`src/rtl/return_stack.sv`:
```
// Hardware return-address stack: DEPTH x WIDTH register file with a fill count
// and sticky overflow/underflow flags. Requests take effect on the next rising edge.
module return_stack #(
    parameter int WIDTH = 12,
    parameter int DEPTH = 8
) (
    input  logic                       clk,
    input  logic                       rst,
    input  logic                       stack_push,
    input  logic                       stack_pop,
    input  logic                       clear,
    input  logic [WIDTH-1:0]           push_data,
    output logic [WIDTH-1:0]           top,
    output logic [$clog2(DEPTH):0]     count,
    output logic                       empty,
    output logic                       full,
    output logic                       stack_overflow,
    output logic                       stack_underflow
);

    localparam int AW = $clog2(DEPTH);
    localparam logic [AW:0] FULL_CNT = (AW+1)'(DEPTH);

    logic [WIDTH-1:0] entry_q [DEPTH];
    logic [AW:0]      count_q, count_d;
    logic             ovf_q, ovf_d;
    logic             unf_q, unf_d;
    logic             wr_en;
    logic [AW-1:0]    wr_addr;
    logic [AW:0]      count_m1;
    logic [AW-1:0]    top_idx;
    logic             is_empty, is_full;

    assign is_empty = (count_q == '0);
    assign is_full  = (count_q == FULL_CNT);
    assign count_m1 = count_q - 1'b1;
    assign top_idx  = count_m1[AW-1:0];

    always_comb begin
        count_d = count_q;
        ovf_d   = ovf_q;
        unf_d   = unf_q;
        wr_en   = 1'b0;
        wr_addr = count_q[AW-1:0];
        if (clear) begin
            count_d = '0;
            ovf_d   = 1'b0;
            unf_d   = 1'b0;
        end else if (stack_push && stack_pop) begin
            // Replace the top in place; on an empty stack this degrades to a plain push.
            wr_en = 1'b1;
            if (is_empty) begin
                count_d = count_q + 1'b1;
            end else begin
                wr_addr = top_idx;
            end
        end else if (stack_push) begin
            if (is_full) begin
                ovf_d = 1'b1;
            end else begin
                wr_en   = 1'b1;
                count_d = count_q + 1'b1;
            end
        end else if (stack_pop) begin
            if (is_empty) begin
                unf_d = 1'b1;
            end else begin
                count_d = count_m1;
            end
        end
    end

    always_ff @(posedge clk or negedge rst) begin
        if (!rst) begin
            count_q <= '0;
            ovf_q   <= 1'b0;
            unf_q   <= 1'b0;
        end else begin
            count_q <= count_d;
            ovf_q   <= ovf_d;
            unf_q   <= unf_d;
        end
    end

    // Entry storage is intentionally not reset; only the count defines validity.
    always_ff @(posedge clk) begin
        if (wr_en) begin
            entry_q[wr_addr] <= push_data;
        end
    end

    assign top             = is_empty ? '0 : entry_q[top_idx];
    assign count           = count_q;
    assign empty           = is_empty;
    assign full            = is_full;
    assign stack_overflow  = ovf_q;
    assign stack_underflow = unf_q;

endmodule

```
`config.mk`:
```
export PLATFORM = sky130hd
export DESIGN_NAME = return_stack
export DESIGN_NICKNAME = d
export VERILOG_FILES = /design/src/rtl/return_stack.sv
export SDC_FILE = /design/constraint.sdc
export NUM_CORES = 1
export LEC_CHECK = 0
export CORE_UTILIZATION = 51
export DETAILED_ROUTE_END_ITERATION = 10
export PLACE_DENSITY = 0.75
export SLEW_MARGIN = 20
export SYNTH_ARGS = -nofsm -noshare
export SYNTH_HDL_FRONTEND = slang
export SYNTH_SLANG_ARGS = --single-unit
```
`constraint.sdc`:
```
create_clock -name clk -period 2.91 [get_ports clk]
set_clock_uncertainty 0.2 [all_clocks]
set_input_delay 0.582 -clock clk [delete_from_list [all_inputs] [get_ports clk]]
set_output_delay 0.582 -clock clk [all_outputs]
set_load 0.03 [all_outputs]
```
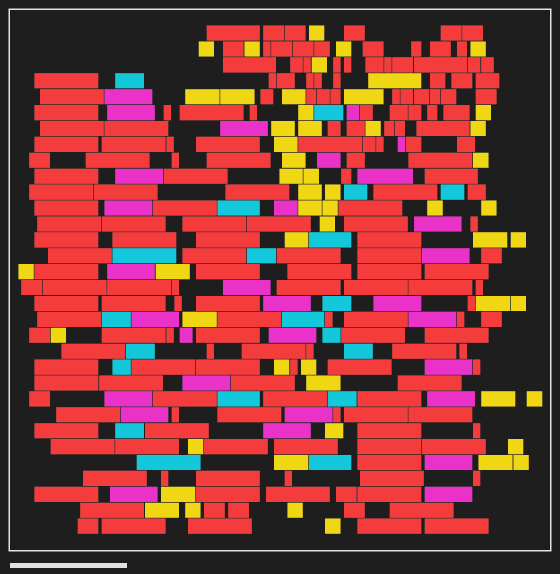
run_1/sizing.png
Scale bar: 20 microns.
Key: x3 and x4 = yellow [cells 54]; x2 = magenta [cells 30]; x6 and larger = cyan [cells 20]; x1 and smaller = red [cells 192]
slack of the critical path: 88.65 ps
Synth-to-Final Area Change: 25.82%
non-clock buffer instance count of the final layout: 58

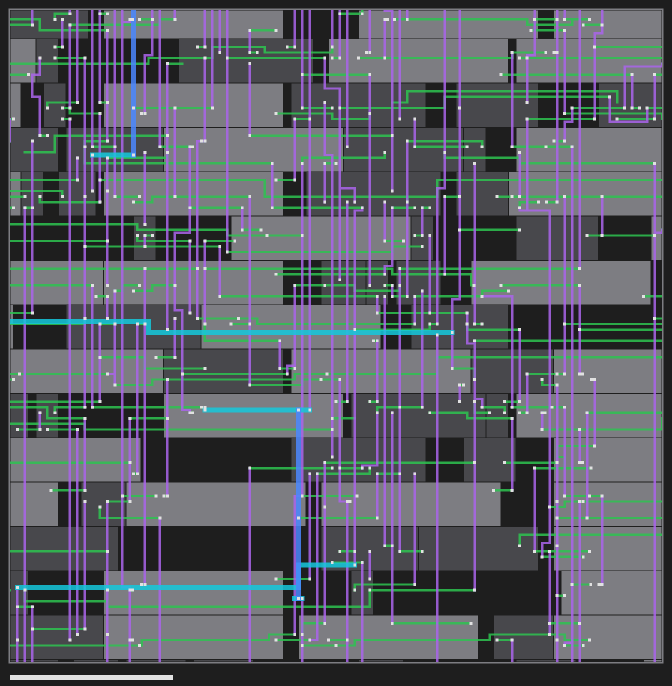
run_1/closeup.png
Scale bar: 10 microns. Window x 26 to 66, y 8 to 48 microns. Cells in grey, sequential cells in the stronger grey; small squares are vias.
Key: M4 = blue; M2 = purple; M1 = green; M3 = cyan
Most frequent: edfxtp_1 (31), nand2_1 (11), mux4_2 (6). Netlist names of flops here include entry_q (31). Sequential cells in the window: 31. 67 logic cells have their middle in the window.

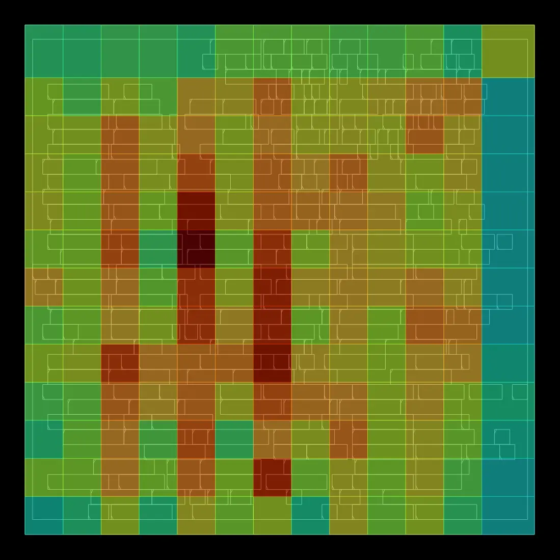
run_1/congestion_map.png
global-route met1 utilization: 27.22%
routed wirelength normalized by instance count: 20.22 microns
met2 Usage GRT: 35.19%
fraction of the core area covered by cells at the end of the flow: 67.08%
most used routing layer in global routing: met2

==> PnR_summary.wiki, run 1 <==
== Metrics ==
{| class="wikitable"
! Metric !! Value
|-
| Result of the run || completed
|-
| Count of unique library cells instantiated by Yosys || 29
|-
| CP Capture Point || top[4]
|-
| Clock Tree Buf Depth || 2
|-
| Tool Warnings || 28
|-
| Worst EP required || 2130 ps
|-
| Total of hold buffers inserted after clock tree synthesis || 0
|-
| Htree depth || 3
|-
| Net switching fraction of the power || a little under two fifths
|-
| Multi-Input Combinational || 115
|-
| Setup violators final || 0
|-
| Dominant combinational cell family by area after synthesis || multiplexers
|-
| Die outline area || 8528 sq um
|-
| Count of pins over their slew limit || 0
|-
| Launch instance of the worst register-to-register path || count[0]
|-
| Setup repair after global routing missed its margin || false
|-
| Internal Power || 0.003300 W
|-
| Number of storage elements in the synthesis netlist || 102
|-
| Non-clock buffer area fraction after layout || 10.65%
|-
| Reg power frac || between 30% and 40%
|-
| Layout clock area frac || roughly 4.4%
|-
| Asr flop ratio synth || about 5.9%
|-
| Fraction of the mapped netlist area in adder cells || less than 1%
|-
| Synth Area in Simple Gates || 6.132%
|-
| Synth Warn # || 0
|-
| Num ports || 37
|-
| Post-cts resize count || 2
|-
| Initial antenna violation count || 0
|-
| Net switching power of the design || 0.002023 W
|-
| Post-synth top area cell || edfxtp_1
|-
| Via count || 2,275
|-
| Met3 usage || 4.598%
|-
| Post-DP HPWL || between 5 and 6 mm
|-
| Worst skew pair latency || 370 ps
|-
| Number of fillers in the final layout || about 510
|-
| Total iterations of the first detailed-routing run || 4
|-
| Width of the chip || just over 90 microns
|-
| Slew at the pin with the worst max-slew slack || 568.4 ps
|-
| Source of the critical timing path || count[1]
|-
| Top area contributor share || 69.25%
|-
| Total cells reported by yosys after synthesis || 235
|-
| MUX area fraction || 14.01%
|-
| Area fraction in xor and xnor cells || 0.8416%
|-
| Area figure in the yosys stat output || ~4200 sq um
|-
| Share of total power in combinational logic || around half
|-
| Worst IR drop on VDD || 0.0006037 V
|-
| Final Wtd Congestion || 0.8207
|}
-- run 1: critical path, cell delays in order (launching register included) --
cell	delay [ps]
dfrtp_1	380
inv_1	100
ha_4	350
buf_12	150
mux4_2	310
nand2_1	150
a21oi_4	60
buf_4	170
-- run 1: per-stage QoR --
step | area, sq um | TNS, ps
2_1_floorplan | 4392 | -59.71
3_3_place_gp | 4964 | 0
3_5_place_dp | 4964 | 0
4_1_cts | 5224 | 0
5_1_grt | 5238 | 0
6_report | 5238 | 0
-- run 1: state kept, by name, summed over array words and instances, names as in the netlist --
signal,count
entry_q,96
stack_overflow,1
stack_underflow,1
count,4
run_1/m2.png
Scale bar: 20 microns.
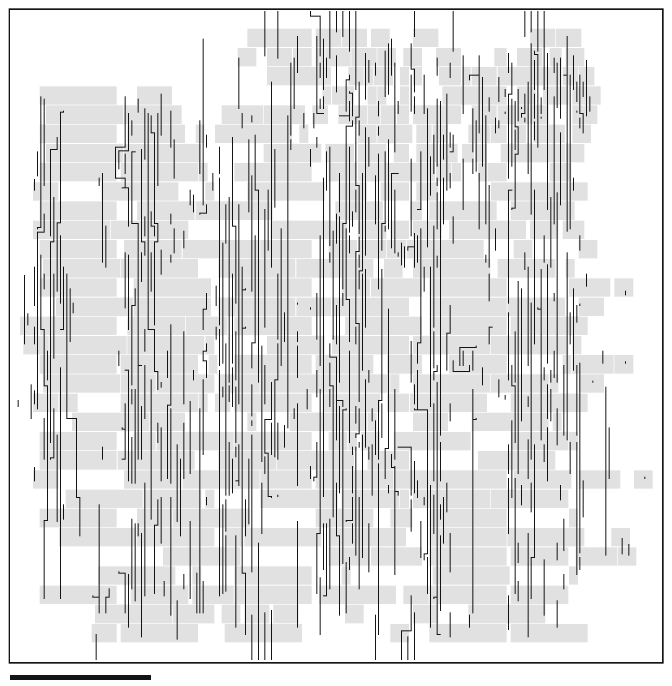

==> run 2: changes to the inputs <==
--- a/config.mk
+++ b/config.mk
@@ -7,7 +7,9 @@
 export LEC_CHECK = 0
 export CORE_UTILIZATION = 51
 export DETAILED_ROUTE_END_ITERATION = 10
+export MAX_ROUTING_LAYER = met4
 export PLACE_DENSITY = 0.75
+export REMOVE_ABC_BUFFERS = 1
 export SLEW_MARGIN = 20
 export SYNTH_ARGS = -nofsm -noshare
 export SYNTH_HDL_FRONTEND = slang
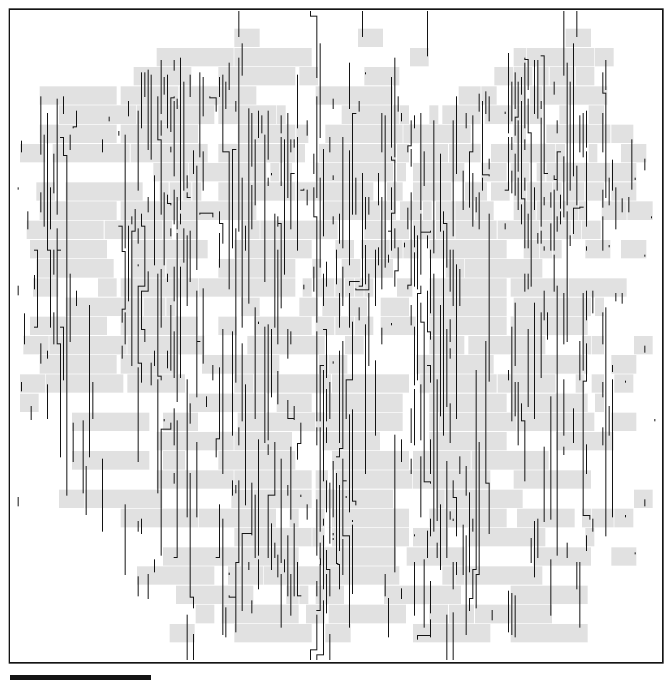
run_2/m2.png
Scale bar: 20 microns.
280 nets have wire on it. The wires run mostly vertical. The layer carries 3,860 microns of wire. The layer holds 49% of the routed length.
met2 Usage GRT: 31.91%
via count: 2,307
total detailed-routing wirelength: 7.819 mm

==> PnR_summary.wiki, run 2 <==
== Metrics ==
{| class="wikitable"
! Metric !! Value
|-
| Clock Tree Buf Depth || 2
|-
| Asr flop ratio synth || 5.882%
|-
| Result of the run || completed
|-
| Flip-flop count of the largest register, all copies and words added || about 96
|-
| Layout clock area frac || roughly 4.1%
|-
| Synth-to-Final Area Change || 20.62%
|-
| WP depth || 7
|-
| Setup TNS || 0 ps
|-
| Non-clock buffer area fraction after layout || between 10% and 20%
|-
| Total iterations of the first detailed-routing run || 4
|-
| Multi-Input Combinational || about 120
|-
| Total of hold buffers inserted after clock tree synthesis || 0
|-
| Worst skew pair latency || 360 ps
|-
| Cell at the slowest stage of the critical path || dfrtp_2
|-
| Most used routing layer in global routing || met2
|-
| Net switching fraction of the power || between 30% and 40%
|-
| Synth Warn # || 0
|-
| Area figure in the yosys stat output || 4163 sq um
|-
| Slew at the pin with the worst max-slew slack || ~600 ps
|-
| Top reg by flops || entry_q
|-
| Total cells reported by yosys after synthesis || 235
|-
| Worst EP required || ~2100 ps
|-
| Post-DP HPWL || 5.295 mm
|-
| Source of the critical timing path || count[1]
|-
| Setup repair after global routing missed its margin || false
|-
| CP Capture Point || top[2]
|-
| Routed wirelength normalized by instance count || about 19 microns
|-
| Tool Warnings || 26
|-
| Non-clock buffer instance count of the final layout || 65
|-
| Bufs and invs on worst path || 3
|-
| Cell class contributing the biggest share of worst-path delay || buffers and inverters
|-
| Htree depth || 3
|-
| Count of unique library cells instantiated by Yosys || 29
|-
| Area after DPL || 4781 sq um
|-
| Net switching power of the design || 0.001757 W
|-
| Setup violators final || 0
|-
| Global-route met1 utilization || between 20% and 30%
|-
| Width of the chip || a little over 90 microns
|-
| Post-synth top area cell || edfxtp_1
|-
| Launch instance of the worst register-to-register path || count[1]
|}
==> run 2: cell counts after synthesis <==
Identical to the previous run, type by type.
==> run 2: cells by family (layout without fill, tap and decap cells) <==
kind of cell | Yosys count | in the layout | share of synthesized area [%]
mux | 28 | 28 | 14.01
simple gates | 54 | 54 | 6.132
fa+ha+maj | 2 | 2 | 0.6010
xor+xnor | 4 | 4 | 0.8418
flops | 102 | 102 | 72.86
compound gates | 27 | 27 | 3.637
buf+inv | 18 | 86 | 1.924
==> run 2: what timing repair did <==
| item | CTS | global route |
|---|---|---|
| pin swaps | 0 | 0 |
| hold endpoints to repair | 0 | 0 |
| setup buffers | 1 | 0 |
| endpoints found under the setup margin | 13 | 12 |
| gates resized | 5 | 6 |
run_2/closeup.png
Scale bar: 10 microns. Window x 26 to 66, y 8 to 48 microns. Cells in grey, sequential cells in the stronger grey; small squares are vias.
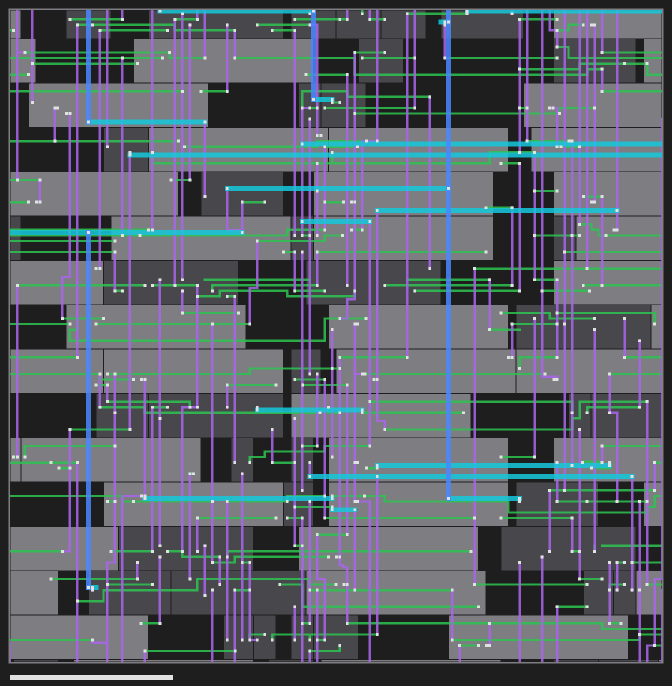

==> run 3: changes to the inputs <==
--- a/config.mk
+++ b/config.mk
@@ -7,7 +7,6 @@
 export LEC_CHECK = 0
 export CORE_UTILIZATION = 51
 export DETAILED_ROUTE_END_ITERATION = 10
-export MAX_ROUTING_LAYER = met4
 export PLACE_DENSITY = 0.75
 export REMOVE_ABC_BUFFERS = 1
 export SLEW_MARGIN = 20
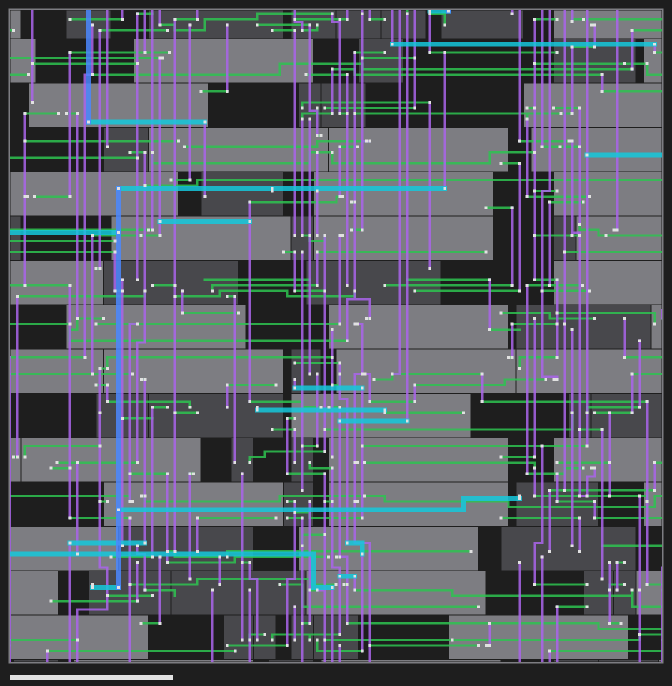
run_3/closeup.png
Scale bar: 10 microns. Window x 26 to 66, y 8 to 48 microns. Cells in grey, sequential cells in the stronger grey; small squares are vias.
Key: M4 = blue; M2 = purple; M3 = cyan; M1 = green
Netlist names of flops here include entry_q (31). Most frequent: edfxtp_1 (31). Sequential cells in the window: 31. 66 logic cells have their middle in the window.

==> PnR_summary.wiki, run 3 <==
== Metrics ==
{| class="wikitable"
! Metric !! Value
|-
| Post-synth top area cell || edfxtp_1
|-
| Cell class contributing the biggest share of worst-path delay || buffers and inverters
|-
| Top area contributor share || 69.25%
|-
| Synth-to-Final Area Change || 20.77%
|-
| Fraction of the mapped netlist area in adder cells || 0.6011%
|-
| Area figure in the yosys stat output || 4163 sq um
|-
| Most used routing layer in global routing || met2
|-
| Internal Power || 0.003040 W
|-
| Source of the critical timing path || count[1]
|-
| Final Wtd Congestion || 0.8143
|-
| Setup violators final || 0
|-
| Total iterations of the first detailed-routing run || 4
|-
| Worst IR drop on VDD || roughly 0.00046 V
|-
| Flip-flop count of the largest register, all copies and words added || 96
|-
| MUX area fraction || 14.01%
|-
| Top reg by flops || entry_q
|-
| Routed wirelength normalized by instance count || 19.37 microns
|-
| Bufs and invs on worst path || 3
|-
| Slew at the pin with the worst max-slew slack || 612.5 ps
|-
| CP Capture Point || top[2]
|-
| Launch instance of the worst register-to-register path || count[1]
|-
| Net switching fraction of the power || between 30 and 40%
|-
| Met3 usage || under 10%
|-
| Post-DP HPWL || about 5.3 mm
|-
| Synth Area in Simple Gates || 6.132%
|-
| Delay of the slowest critical-path stage || around 430 ps
|-
| Share of total power in combinational logic || ~45%
|-
| Result of the run || completed
|-
| Net switching power of the design || 0.001763 W
|-
| Width of the chip || around 92 microns
|-
| Fraction of the core area covered by cells at the end of the flow || 64.39%
|-
| Setup repair after global routing missed its margin || false
|-
| Reg power frac || 36.6%
|-
| Tool Warnings || 26
|-
| Met2 Usage GRT || 31.67%
|-
| WP depth || 7
|-
| Total cells reported by yosys after synthesis || 235
|-
| Aoi share || 3.637%
|}
==> run 3: per-stage QoR <==
step                      instances  cell area [sq um]  setup TNS [ps]
after floorplan                 222               4101         -139880
after global placement          388               4781               0
after detailed placement        388               4781               0
after CTS                       405               5002               0
after global routing            405               5027               0
final                           405               5027               0
==> run 3: logic make-up after synthesis <==
logic type / Yosys count
fa+ha+maj: 2
xor+xnor: 4
buf+inv: 18
flops: 102
compound gates: 27
simple gates: 54
mux: 28
==> run 3: final cells by class <==
class,count,area [sq um]
multi-input cells,115,1077
clock buffers,10,127.6
well taps,102,127.6
clock inverters,6,76.32
inverters,5,18.77
repair buffers,65,564.3
flip-flops and latches,102,3035
fillers,553,2780
==> run 3: timing repair <==
action,in CTS,in global routing
resized,5,6
hold buffers,0,0
setup buffers,1,0
setup endpoints to repair,13,12
Power figures rest on the tool's default switching activity, not on a simulated workload.
